## config.mk

```make
export PLATFORM = sky130hd
export DESIGN_NAME = led_mem_resp
export DESIGN_NICKNAME = d
export VERILOG_FILES = /design/src/rtl/led_mem_resp.sv
export SDC_FILE = /design/constraint.sdc
export NUM_CORES = 1
export LEC_CHECK = 0
export CAP_MARGIN = 20
export CELL_PAD_IN_SITES_DETAIL_PLACEMENT = 0
export CELL_PAD_IN_SITES_GLOBAL_PLACEMENT = 1
export CORE_AREA = 2 2 115 200
export CTS_BUF_LIST = sky130_fd_sc_hd__clkbuf_4
export CTS_CLUSTER_SIZE = 14
export DETAILED_ROUTE_END_ITERATION = 8
export DIE_AREA = 0 0 117 202
export HOLD_SLACK_MARGIN = 0.12
export MAX_ROUTING_LAYER = met4
export PLACE_DENSITY = 0.8
export SKIP_CTS_REPAIR_TIMING = 1
export SLEW_MARGIN = 20
export SYNTH_ARGS = -nofsm -noshare
export SYNTH_HDL_FRONTEND = slang
export SYNTH_SLANG_ARGS = --single-unit
```

## constraint.sdc

```tcl
create_clock -name clka -period 2.3 [get_ports clka]
set_clock_uncertainty 0.15 [all_clocks]
set_input_delay 0.23 -clock clka [delete_from_list [all_inputs] [get_ports clka]]
set_output_delay 0.23 -clock clka [all_outputs]
set_load 0.03 [all_outputs]
```

## src/rtl/led_mem_resp.sv

```systemverilog
// Single-port 2^ADDR_W x DATA_W memory responder that reloads INIT_BASE+i after every reset.
// Read latency READ_LAT (1 or 2). No backpressure: one access per cycle once ready is high.
module led_mem_resp #(
   parameter int                DATA_W     = 16,
   parameter int                ADDR_W     = 4,
   parameter int                READ_LAT   = 1,
   parameter int                WRITE_MODE = 0,
   parameter logic [DATA_W-1:0] INIT_BASE  = 16'h0001
) (
   input  logic              clka,
   input  logic              rst,
   input  logic              ena,
   input  logic              wea,
   input  logic [ADDR_W-1:0] addra,
   input  logic [DATA_W-1:0] dina,
   output logic [DATA_W-1:0] douta,
   output logic              douta_vld,
   output logic              ready
);
   localparam int DEPTH = 1 << ADDR_W;

   typedef enum logic {ST_INIT, ST_RUN} state_t;

   state_t              state_q;
   logic [ADDR_W-1:0]   ptr_q;
   logic                ready_q;
   logic [DATA_W-1:0]   mem_q [DEPTH];
   logic [DATA_W-1:0]   douta_q;
   logic                douta_vld_q;

   logic                acc_d;
   logic                mem_we_d;
   logic [ADDR_W-1:0]   mem_wa_d;
   logic [DATA_W-1:0]   mem_wd_d;
   logic                rd_vld_d;
   logic [DATA_W-1:0]   rd_dat_d;

   always_comb begin
      acc_d    = (state_q == ST_RUN) && ena;
      mem_we_d = 1'b0;
      mem_wa_d = addra;
      mem_wd_d = dina;
      if (!rst) begin
         if (state_q == ST_INIT) begin
            mem_we_d = 1'b1;
            mem_wa_d = ptr_q;
            mem_wd_d = INIT_BASE + DATA_W'(ptr_q);
         end else if (acc_d && wea) begin
            mem_we_d = 1'b1;
         end
      end
      // Write result on douta depends on WRITE_MODE; no-change writes produce no strobe.
      rd_vld_d = acc_d && !(wea && (WRITE_MODE == 2));
      rd_dat_d = (acc_d && wea && (WRITE_MODE == 1)) ? dina : mem_q[addra];
   end

   always_ff @(posedge clka) begin
      if (mem_we_d) mem_q[mem_wa_d] <= mem_wd_d;
   end

   always_ff @(posedge clka) begin
      if (rst) begin
         state_q <= ST_INIT;
         ptr_q   <= '0;
         ready_q <= 1'b0;
      end else begin
         case (state_q)
            ST_INIT: begin
               ptr_q <= ptr_q + 1'b1;
               if (ptr_q == '1) begin
                  state_q <= ST_RUN;
                  ready_q <= 1'b1;
               end
            end
            default: begin
               state_q <= ST_RUN;
            end
         endcase
      end
   end

   generate
      if (READ_LAT == 2) begin : g_lat2
         logic [DATA_W-1:0] s1_dat_q;
         logic              s1_vld_q;
         always_ff @(posedge clka) begin
            if (rst) begin
               s1_dat_q    <= '0;
               s1_vld_q    <= 1'b0;
               douta_q     <= '0;
               douta_vld_q <= 1'b0;
            end else begin
               s1_vld_q    <= rd_vld_d;
               if (rd_vld_d) s1_dat_q <= rd_dat_d;
               douta_vld_q <= s1_vld_q;
               if (s1_vld_q) douta_q <= s1_dat_q;
            end
         end
      end else begin : g_lat1
         always_ff @(posedge clka) begin
            if (rst) begin
               douta_q     <= '0;
               douta_vld_q <= 1'b0;
            end else begin
               douta_vld_q <= rd_vld_d;
               if (rd_vld_d) douta_q <= rd_dat_d;
            end
         end
      end
   endgenerate

   assign douta     = douta_q;
   assign douta_vld = douta_vld_q;
   assign ready     = ready_q;
endmodule

```

==> ci_impl_report.md <==
## Synthesis and layout report

| Metric | Value |
|---|---|
| Status | `finished clean` |
| Worst setup margin | `0.116 ns` |
| Pre-antenna DRT Iters | `5` |
| Commonest Layout Cell | `edfxtp_1` |
| Register area | `8150 sq um` |
| Inst Count DP | `896` |
| Vias in the first global route | `6069` |
| Syn avg cell area | `20.5 sq um` |
| R2r startpoint | `state_q` |
| Hold path cells | `4` |
| Flop count | `279` |
| Cell with the most instances after synthesis | `edfxtp_1` |
| Final GP Congestion | `0.893` |
| Crit path max-delay cell type | `or2_2` |
| Via count | `5614` |
| Worst min-delay path class | `primary input to flop` |
| FF-to-FF setup slack | `0.12 ns` |
| RSZ-0062 raised after global routing | `yes` |
| ClkCell Share | `5.62%` |
| Combinational share of power | `6.6%` |
| Top delay family on crit path | `simple AND/OR/NAND/NOR gates` |
| Global route total overflow | `0` |
| Crit path capture type | `flop` |
| MaxCap Viol Count | `0` |
| LEAKAGE | `0.00431 uW` |
| Synth cell count leaders | `edfxtp_1, mux4_2, dfxtp_1, nor2_1, mux2i_1` |
| Slowest stage delay, CP | `0.39 ns` |
| Antenna diode count | `1` |
| PD cells | `763 nW/um^2` |
| Data required time of the worst path | `2.51 ns` |
| Clock buffer cells | `78` |
| P&R area growth vs syn | `17.9%` |
| Worst Reg2Reg Path Length in Cells | `5` |
| Most frequent logic cells in the routed design | `edfxtp_1, clkbuf_4, mux4_2` |
| Fraction of layout cells with a size suffix above 1 | `31.7%` |
| Synth Seq Share | `75.1%` |
| Worst setup SP type | `flop` |
| # nets final | `685` |
| Yosys warning tally | `0` |
| Number of non-clock buffers | `101` |
| Slew @ Worst Pin | `0.805 ns` |
| Leading cell kind | `flip-flops and latches` |
| Post-DRT Antenna Nets | `0` |
| Largest Pwr Group | `sequential cells` |
| First-pass GRT wire length | `35.8 mm` |
| Worst R2R End | `mem_q[11][5]` |
| Number of cells in Yosys stat | `530` |
| Yosys Chip Area | `10900 sq um` |
| Fin cells | `1003` |
| Gr usage total | `21.8%` |
| Seq. pwr | `5650 uW` |
| Top_reg_cell synth | `edfxtp_1` |
| Pins Over Slew Limit | `0` |
## metal layers
metal | wire length (microns) | global-route usage (%) | vias to the layer above | part of all wire [%]
met3 | 1420 | 3.75 | 62 | 6.0
met5 | 0 | - | - | 0
met4 | 1130 | 11.3 | 0 | 4.8
li1 | - | - | 2482 | -
met2 | 13000 | 37.0 | 235 | 54
met1 | 8290 | 24.3 | 2835 | 35
## cell families (layout without fill, tap and decap cells)
group | after synthesis | after routing | synth area share, %
flip-flops | 279 | 279 | 75.1
multiplexers | 100 | 100 | 17.0
AND/OR/NAND/NOR | 65 | 65 | 2.94
AND-OR/OR-AND | 49 | 49 | 2.74
buffers and inverters | 33 | 209 | 1.88
XOR/XNOR | 3 | 3 | 0.242
adder cells (fa/ha/maj) | 1 | 1 | 0.115
other | 0 | 1 | 0
## flip-flops by register name, summed over array words and instances (netlist names)
signal / count
mem_q: 256
douta: 16
ptr_q: 4
douta_vld: 1
ready: 1
state_q: 1
## per-stage QoR
stage / total power (uW) / hold slack (ns)
floorplan: 6120 / 0.268
global placement: 6390 / 0.311
detailed placement: 6420 / 0.325
CTS: 9870 / -0.0112
global route: 10100 / 0.146
finish: 9760 / 0.149
## tightest hold or removal path, stage by stage
cell     delay (ns)
buf_2          0.17
buf_12         0.20
mux2i_1        0.16
o21ai_0        0.15
## how the worst max path moves through the flow
stage | slack [ns] | startpoint | cells past startpoint | endpoint
2_1_floorplan | -0.13 | addra[3] | 6 | mem_q[8][0]
3_3_place_gp | -0.10 | rst | 6 | mem_q[11][11]
3_5_place_dp | -0.17 | rst | 6 | mem_q[11][10]
4_1_cts | 0.09 | douta[6] | 1 | douta[6]
5_1_grt | -0.01 | state_q | 5 | mem_q[0][12]
6_report | 0.12 | state_q | 5 | mem_q[11][5]
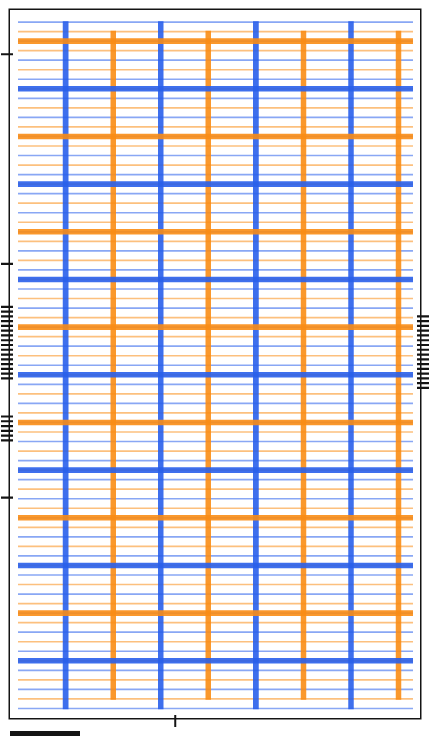
Figure 1: PDN straps and rails.
The bar under the picture is 20 microns long. Pins as bars on the die edge.
legend:
  VSS:
    color: blue
  VDD:
    color: orange
met1 rails: 73
met5 straps: 14
IR drop worst, VDD: 0.373 mV
die width: 117 microns
Die Y: 202 microns
Core Region: 22100 sq um

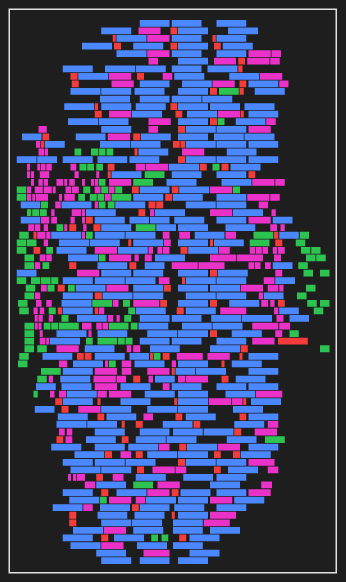
Figure 2: placement by cell class.
legend:
  sequential cells:
    color: blue
    cells: 279
  combinational and other logic:
    color: magenta
    cells: 221
  remaining buffers and delay cells:
    color: green
    cells: 101
  clock drivers and dummy loads:
    color: red
    cells: 105
final instance area: 12800 sq um
flop share of the area: 63.7%
final core occ: 58.0%

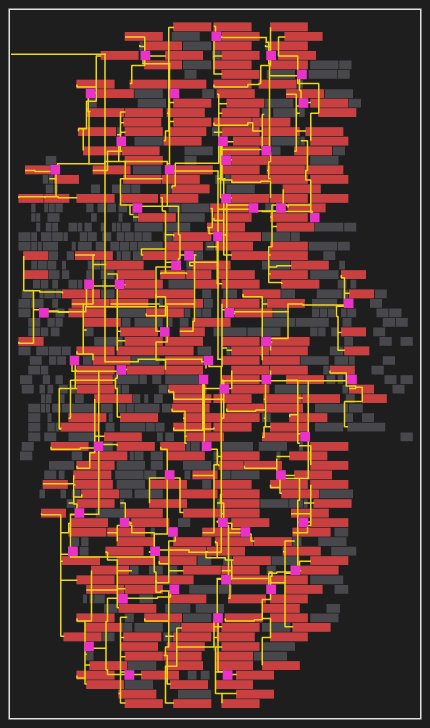
Figure 3: clock wires, drivers and flops.
legend:
  clock drivers:
    color: magenta
    count: 57
  clock wires:
    color: yellow
    length: 3050 microns
  flip-flops:
    color: red
    count: 279
routed clock nets: 58
Clock Power: 3460 uW
later-pin clock latency in the skew report: 0.67 ns
clock power share: 35.5%

Power is estimated from default activity; no workload was simulated.
